$ cat src/rtl/decoder_pkg.sv
// Shared widths and helpers for the pipelined binary-to-one-hot decoder.
package decoder_pkg;

  localparam int DEC_IN_W  = 4;
  localparam int DEC_CNT_W = 16;

  function automatic int half_w(input int in_w);
    return in_w / 2;
  endfunction

endpackage

$ cat src/rtl/decoder_half.sv
// Combinational N-to-2**N one-hot decoder with enable; all-zero when disabled.
module decoder_half #(
  parameter int N = 2
) (
  input  logic [N-1:0]      code_i,
  input  logic              en_i,
  output logic [2**N-1:0]   onehot_o
);

  always_comb begin
    onehot_o = '0;
    if (en_i) onehot_o[code_i] = 1'b1;
  end

endmodule

$ cat src/rtl/decoder_pipe.sv
// Two-stage pipelined decoder: half-width decodes are registered in stage 1,
// combined into the full one-hot word in stage 2, with a saturating delivery count.
module decoder_pipe
  import decoder_pkg::*;
#(
  parameter  int IN_W  = DEC_IN_W,
  parameter  int CNT_W = DEC_CNT_W,
  localparam int OUT_W = 2**IN_W
) (
  input  logic             clk,
  input  logic             rst_n,
  input  logic             in_valid,
  output logic             in_ready,
  input  logic [IN_W-1:0]  in_code,
  input  logic             in_en,
  output logic             out_valid,
  input  logic             out_ready,
  output logic [OUT_W-1:0] out_onehot,
  output logic             out_status,
  input  logic             cnt_clr,
  output logic [CNT_W-1:0] decode_cnt
);

  localparam int HW = half_w(IN_W);
  localparam int HN = 2**HW;

  logic [HN-1:0]    hi_oh, lo_oh;
  logic [HN-1:0]    hi_q, hi_d, lo_q, lo_d;
  logic             en_q, en_d;
  logic             s1_valid_q, s1_valid_d;
  logic             out_valid_q, out_valid_d;
  logic [OUT_W-1:0] onehot_q, onehot_d, comb_oh;
  logic             status_q, status_d;
  logic [CNT_W-1:0] cnt_q, cnt_d;
  logic             in_hs, out_hs, s2_load;

  decoder_half #(.N(HW)) u_hi (
    .code_i   (in_code[IN_W-1:HW]),
    .en_i     (in_en),
    .onehot_o (hi_oh)
  );

  decoder_half #(.N(HW)) u_lo (
    .code_i   (in_code[HW-1:0]),
    .en_i     (in_en),
    .onehot_o (lo_oh)
  );

  // Outer product of the two registered half decodes forms the full word.
  for (genvar i = 0; i < HN; i++) begin : g_hi
    for (genvar j = 0; j < HN; j++) begin : g_lo
      assign comb_oh[i*HN+j] = en_q & hi_q[i] & lo_q[j];
    end
  end

  assign s2_load  = s1_valid_q && (!out_valid_q || out_ready);
  assign in_ready = !s1_valid_q || s2_load;
  assign in_hs    = in_valid && in_ready;
  assign out_hs   = out_valid_q && out_ready;

  always_comb begin
    hi_d        = in_hs ? hi_oh : hi_q;
    lo_d        = in_hs ? lo_oh : lo_q;
    en_d        = in_hs ? in_en : en_q;
    s1_valid_d  = in_hs || (s1_valid_q && !s2_load);
    out_valid_d = s2_load || (out_valid_q && !out_ready);
    onehot_d    = s2_load ? comb_oh : onehot_q;
    status_d    = s2_load ? en_q : status_q;
    cnt_d       = cnt_q;
    if (cnt_clr)
      cnt_d = '0;
    else if (out_hs && status_q && (cnt_q != '1))
      cnt_d = cnt_q + CNT_W'(1);
  end

  always_ff @(posedge clk or negedge rst_n) begin
    if (!rst_n) begin
      hi_q        <= '0;
      lo_q        <= '0;
      en_q        <= 1'b0;
      s1_valid_q  <= 1'b0;
      out_valid_q <= 1'b0;
      onehot_q    <= '0;
      status_q    <= 1'b0;
      cnt_q       <= '0;
    end else begin
      hi_q        <= hi_d;
      lo_q        <= lo_d;
      en_q        <= en_d;
      s1_valid_q  <= s1_valid_d;
      out_valid_q <= out_valid_d;
      onehot_q    <= onehot_d;
      status_q    <= status_d;
      cnt_q       <= cnt_d;
    end
  end

  assign out_valid  = out_valid_q;
  assign out_onehot = onehot_q;
  assign out_status = status_q;
  assign decode_cnt = cnt_q;

endmodule

$ cat config.mk
export PLATFORM = sky130hd
export DESIGN_NAME = decoder_pipe
export DESIGN_NICKNAME = d
export VERILOG_FILES = /design/src/rtl/decoder_pkg.sv /design/src/rtl/decoder_half.sv /design/src/rtl/decoder_pipe.sv
export SDC_FILE = /design/constraint.sdc
export NUM_CORES = 1
export LEC_CHECK = 0
export ABC_AREA = 0
export CORE_AREA = 2 2 67 69
export DETAILED_ROUTE_END_ITERATION = 10
export DIE_AREA = 0 0 69 71
export PLACE_DENSITY = 0.77
export SLEW_MARGIN = 20
export SYNTH_ARGS = -nofsm -noshare
export SYNTH_HDL_FRONTEND = slang
export SYNTH_SLANG_ARGS = --single-unit
$ cat constraint.sdc
create_clock -name clk -period 2.9 [get_ports clk]
set_clock_uncertainty 0.2 [all_clocks]
set_input_delay 0.29 -clock clk [delete_from_list [all_inputs] [get_ports clk]]
set_output_delay 0.29 -clock clk [all_outputs]
set_load 0.1 [all_outputs]
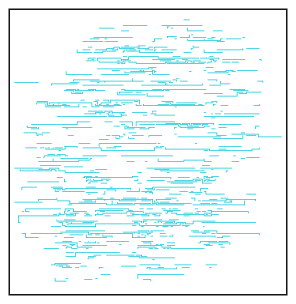
Run 1: signal wires on met1
Drawn at 4 px/µm.
wire length on this layer: 2,050 µm
main direction: horizontal
nets with wire on the layer: 241
share of all routed wire: 48%
longest straight run: 16.3 µm

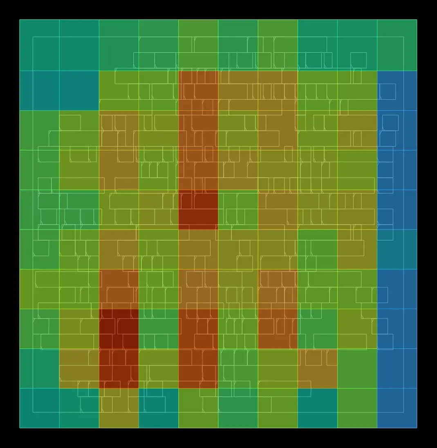
Run 1: congestion heat map
met3 global-route usage: 3.70%
met2 usage: 28.6%
aggregate global-route resource usage: 18.1%

==> results.json, run 1 <==
{
  "yosys.stat.seqShare_pct": 54.1,
  "grt_pass1_vias": 1577,
  "worstMarginPinSlew_ns": 0.621,
  "clk_root_buffer_cell": "clkbuf_8",
  "outcome": "finished, final reports clean",
  "grt_setup_unrepaired": "false",
  "layout.nets": 273,
  "worstPathRequired_ns": 2.90,
  "pre_cts_ws_ns": 0.420,
  "post_drt_wl_per_cell_um": 13.5,
  "top_pwr_grp": "sequential cells",
  "yosys_warnings": 0,
  "timing.max_cap.violations": 0,
  "vias": 1753,
  "postSynthAreaPerCell_um2": 9.38,
  "xor_share_pct": 0,
  "cts-root-to-sink-buffers": 2,
  "worst_setup_path_endpoint": "decode_cnt[10]",
  "power_report.internal_total_uw": 960,
  "final_critical_path_setup_slack_ns": 0.591,
  "yosys.area_share.aoi_pct": 15.1,
  "crit_fanout": 6,
  "cts_sinks": 44,
  "numPortBuffers": 44,
  "power_clock_uw": 483
}
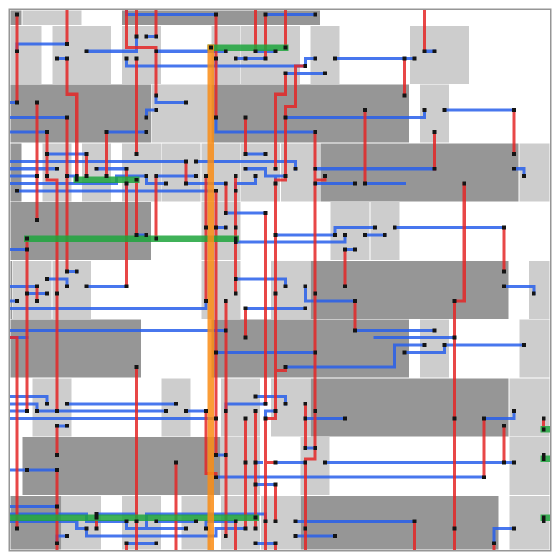
Run 1: zoomed window
Region (39, 41) to (64, 66) µm. Cells in gray, sequential cells in the stronger gray; small squares are vias.
[met3] green
[met1] blue
[met4] orange
[met2] red
netlist names of flops here include: out_onehot (10)
cells with their middle in the window: 50
sequential cells in the window: 10

[run 1: flip-flops by register name, summed over array words and instances, names as in the netlist]
signal	flops
out_valid	1
en_q	1
s1_valid_q	1
out_onehot	16
lo_q	4
decode_cnt	16
hi_q	4
out_status	1
[run 1: how the worst min path moves through the flow]
stage                    from  cells after the start              to  slack (ns)
6_report       out_onehot[14]                      2  out_onehot[14]        0.28
5_1_grt        out_onehot[10]                      2  out_onehot[10]        0.32
3_3_place_gp            rst_n                      1   decode_cnt[4]        0.12
2_1_floorplan           rst_n                      0   decode_cnt[0]       -0.21
4_1_cts        out_onehot[10]                      2  out_onehot[10]        0.29
3_5_place_dp            rst_n                      1   decode_cnt[4]        0.12
[run 1: timing repair]
| action | CTS | global route |
|---|---|---|
| setup buffers | 0 | 0 |
| hold buffers | 1 | 0 |
| endpoints found under the hold margin | 25 | 0 |
[run 1: metrics by stage]
step / hold slack [ns] / total power, µW / util (%) / instances / instance area, µm²
3_3_place_gp: 0.116 / 854 / 57.7 / 306 / 2420
5_1_grt: 0.320 / 1380 / 60.8 / 315 / 2560
6_report: 0.282 / 1330 / 60.8 / 315 / 2560
4_1_cts: 0.292 / 1340 / 60.8 / 315 / 2560
3_5_place_dp: 0.118 / 856 / 57.7 / 306 / 2420
2_1_floorplan: -0.206 / 795 / - / 217 / 2040
[run 1: cell type report]
type                            count  area [µm²]  share of cell area [%]
Clock inverter                      2        38.8                    1.52
Tap cell                           52        65.1                    2.55
Sequential cell                    44        1100                    43.1
Timing Repair Buffer               49         388                    15.2
Clock buffer                        6        82.6                    3.23
Inverter                            5        18.8                   0.734
Multi-Input combinational cell    157         861                    33.7
==> run 2, diff against run 1 <==
Clock period 2.9 ns to 2.2 ns, I/O delays scaled along.
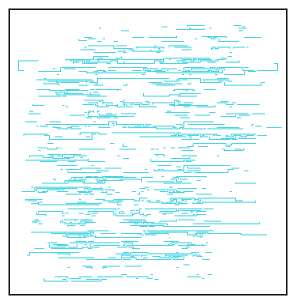
Run 2: signal wires on met1
Drawn at 4 px/µm.
nets with wire on the layer: 246
longest straight run: 17.9 µm
main direction: horizontal
wire length on this layer: 2,180 µm

==> run 2 against run 1 <==
Effect of this change: combinational power up 43%; non-clock buffer count up 7; first-iteration DRC count up 35%; register-to-register slack worse by 0.51 ns; critical path depth unchanged; sequential power up 33%; final cell count up 2.2%; sequential share of layout area down 0.50 points; largest cell class unchanged; largest power group unchanged.
==> results.json, run 2 <==
{
  "worstPathRequired_ns": 2.22,
  "numPortBuffers": 44,
  "multiInputGateArea_um2": 885,
  "worstMarginPinSlew_ns": 0.796,
  "ctsHoldBuffers": 1,
  "timing.max_cap.violations": 0,
  "postSynthAreaPerCell_um2": 9.38,
  "worst_hold_path.endpoint": "out_onehot[13]",
  "layout.nets": 280,
  "yosys.stat.seqShare_pct": 54.1,
  "clk_root_buffer_cell": "clkbuf_8",
  "outcome": "finished, final reports clean",
  "vias": 1804,
  "crit_fanout": 5,
  "worst_setup_path_endpoint": "decode_cnt[10]",
  "aggregate_global_route_resource_usage_pct": 19.2,
  "post-place-cells": 310,
  "cts_sinks": 44,
  "final_critical_path_setup_slack_ns": 0.0849,
  "number_of_post_cts_setup_repair_buffers": 0,
  "hold_start": "out_onehot[13]",
  "yosys_warnings": 0,
  "grt_setup_unrepaired": "false",
  "holdPathStages": 2,
  "area.sequential_um2": 1150
}
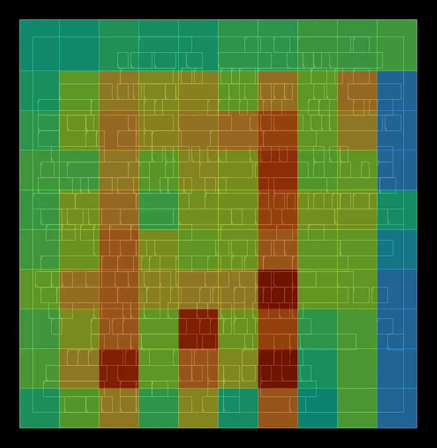
Run 2: congestion heat map
Routed WL per cell: 14.3 µm
post-route core utilization: 64.0%
met3 global-route usage: 4.99%
met2 usage: 29.4%

==> run 2: cell count changes in the layout (fill, tap and decap cells not counted), moves of 6 or more <==
cell	previous run	this run
dfrtp_2	1	9
dfrtp_1	43	26
buf_4	39	45
dfrtp_4	0	9
==> run 2: final cells by class <==
type                       count  share of cell area, %
clock inverter                 2                   1.44
tap                           52                   2.42
timing repair buffer          56                   16.8
sequential                    44                   42.6
inverter                       5                  0.698
clock buffer                   6                   3.07
multi-input combinational    157                   32.9
==> run 2: cell families (layout without fill, tap and decap cells) <==
logic type      Yosys count  after routing  synth area share [%]
flops                    44             44                  54.1
fa+ha+maj                 1              1                 0.615
compound gates           53             53                  15.1
simple gates            101            101                  25.5
buf+inv                  16             69                  3.57
mux                       2              2                  1.11
==> run 2: power by group through the flow <==
stage	sequential, µW	clock (µW)	combinational, µW
2_1_floorplan	967	0	92.5
3_3_place_gp	897	0	246
3_5_place_dp	899	0	249
4_1_cts	882	668	251
5_1_grt	888	705	277
6_report	882	660	257
==> run 2: per-stage QoR <==
| step | hold WS (ns) | util [%] | area, µm² | power, µW | setup TNS, ns |
|---|---|---|---|---|---|
| 2_1_floorplan | -0.276 | - | 2100 | 1060 | -3.01 |
| 3_5_place_dp | 0.149 | 60.1 | 2530 | 1150 | -0.933 |
| 5_1_grt | 0.320 | 64.0 | 2690 | 1870 | 0 |
| 4_1_cts | 0.292 | 63.2 | 2660 | 1800 | 0 |
| 6_report | 0.285 | 64.0 | 2690 | 1800 | 0 |
| 3_3_place_gp | 0.151 | 60.1 | 2530 | 1140 | -0.673 |
==> run 2: routing by layer <==
metal	up-vias	part of all wire, %	GRT usage [%]
met1	853	47	27.1
met2	51	46	29.4
met3	6	5.5	4.99
met4	0	1.0	6.10
li1	894	-	-
met5	-	0	0
==> run 3, diff against run 2 <==
Settings changed: SKIP_CTS_REPAIR_TIMING set to 1.
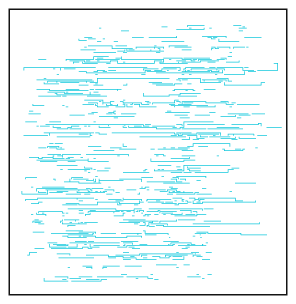
Run 3: signal wires on met1
Drawn at 4 px/µm.
vias after detailed routing: 1,783
DRT Wirelength: 4510 µm

==> run 3 against run 2 <==
Effect of this change: synthesized cell count unchanged; core utilization decreased by 0.54 points; critical path depth unchanged; fmax decreased by 0.74%; area after synthesis unchanged; first-iteration DRC count increased by 11%.
==> results.json, run 3 <==
{
  "worstMarginPinSlew_ns": 0.793,
  "worst_hold_path.endpoint": "out_onehot[13]",
  "hold_start": "out_onehot[13]",
  "critical_path.max_stage_delay_ns": 0.50,
  "yosys_reg_bits": 44,
  "setup_viol": 0,
  "met3_wirelength_um": 264,
  "ff_type": "dfrtp_1",
  "timing.max_cap.violations": 0,
  "worstPathRequired_ns": 2.22,
  "number_of_standard_cells_after_synthesis": 217,
  "crit_fanout": 5,
  "powerDensity_nw_per_um2": 671,
  "yosys_warnings": 0,
  "met2WireLength_um": 2090,
  "most-common-layout-cells": "buf_4, nand2_1, o21ai_0, dfrtp_1, nand3_1",
  "top_routing_layer_in_use": "met4",
  "post-place-cells": 310,
  "synth.cell_area_um2": 2030,
  "groute.layer.met1.usage_pct": 26.7,
  "gp_congestion": 0.771,
  "postPlaceCellArea_um2": 2530,
  "final-instance-count-excl-fill": 319,
  "first_iter_violations": 172,
  "antenna_found_initial": 0,
  "global_route.peak_usage_layer": "met2",
  "aggregate_global_route_resource_usage_pct": 19.2,
  "yosys.stat.seqShare_pct": 54.1,
  "worst_setup_path_endpoint": "decode_cnt[10]",
  "layout.nets": 277,
  "numPortBuffers": 44,
  "holdPathStages": 2,
  "outcome": "finished, final reports clean",
  "share_of_total_power_in_combinational_logic_pct": 13.9,
  "synth.cells.most_frequent": "dfrtp_1, nand2_1, o21ai_0",
  "final_critical_path_required_period_ns": 2.13,
  "netlist.area_leader.share_pct": 54.1,
  "cts_sinks": 44,
  "grt_util_met2_pct": 29.6,
  "layout.cell_area.non_filler_um2": 2670,
  "postSynthAreaPerCell_um2": 9.38,
  "globalRouteMet3Util_pct": 4.99,
  "m1WireLength_um": 2110,
  "clk_root_buffer_cell": "clkbuf_8",
  "grt_setup_unrepaired": "false",
  "post_drt_wl_per_cell_um": 14.1
}
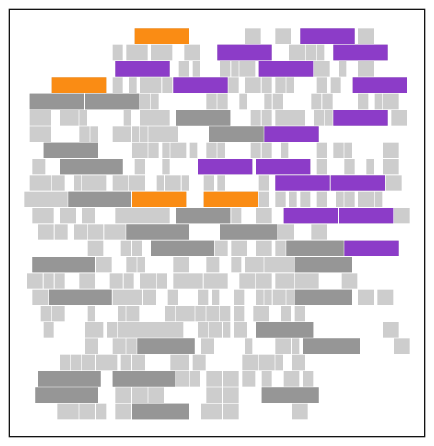
Run 3: where the registers sit
Drawn at 6 px/µm.
[out_onehot] purple | placed flops: 16
[hi_q] orange | placed flops: 4

run 3: cell counts after synthesis:
No cell type changed its count.
run 3: power groups by stage:
stage,registers (µW),clock network (µW),logic (µW)
4_1_cts,882,668,249
3_3_place_gp,897,0,246
5_1_grt,890,705,269
3_5_place_dp,899,0,249
2_1_floorplan,967,0,92.5
6_report,884,657,249
run 3: kinds of logic (layout without fill, tap and decap cells):
kind of cell             Yosys count  in the layout  synth area share, %
AND/OR/NAND/NOR                  101            101                 25.5
AND-OR/OR-AND                     53             53                 15.1
buffers and inverters             16             66                 3.57
flip-flops                        44             44                 54.1
multiplexers                       2              2                 1.11
adder cells (fa/ha/maj)            1              1                0.615
run 3: metrics by stage:
step                      setup slack (ns)  setup TNS, ns  hold slack, ns  util [%]  power, µW
final                               0.0692              0           0.285      63.4       1790
after global routing              0.000288              0           0.320      63.4       1860
after CTS                           0.0730              0          -0.180      63.0       1800
after detailed placement            -0.216         -0.933           0.149      60.1       1150
after global placement              -0.188         -0.673           0.151      60.1       1140
after floorplan                     -0.325          -3.01          -0.276         -       1060
run 3: critical path, delay by kind of cell, from the launching register on:
family / cells / cell delay (ns)
compound gates: 1 / 0.15
fa+ha+maj: 1 / 0.17
flops: 1 / 0.46
simple gates: 3 / 1.07
run 3: final cells by class:
cell class	instances	area (µm²)	share of cell area [%]
Tap cell	52	65.1	2.44
Sequential cell	44	1150	43.0
Clock inverter	2	38.8	1.45
Inverter	5	18.8	0.704
Multi-Input combinational cell	157	885	33.2
Timing Repair Buffer	53	430	16.1
Clock buffer	6	82.6	3.10
Power figures rest on the tool's default switching activity, not on a simulated workload.
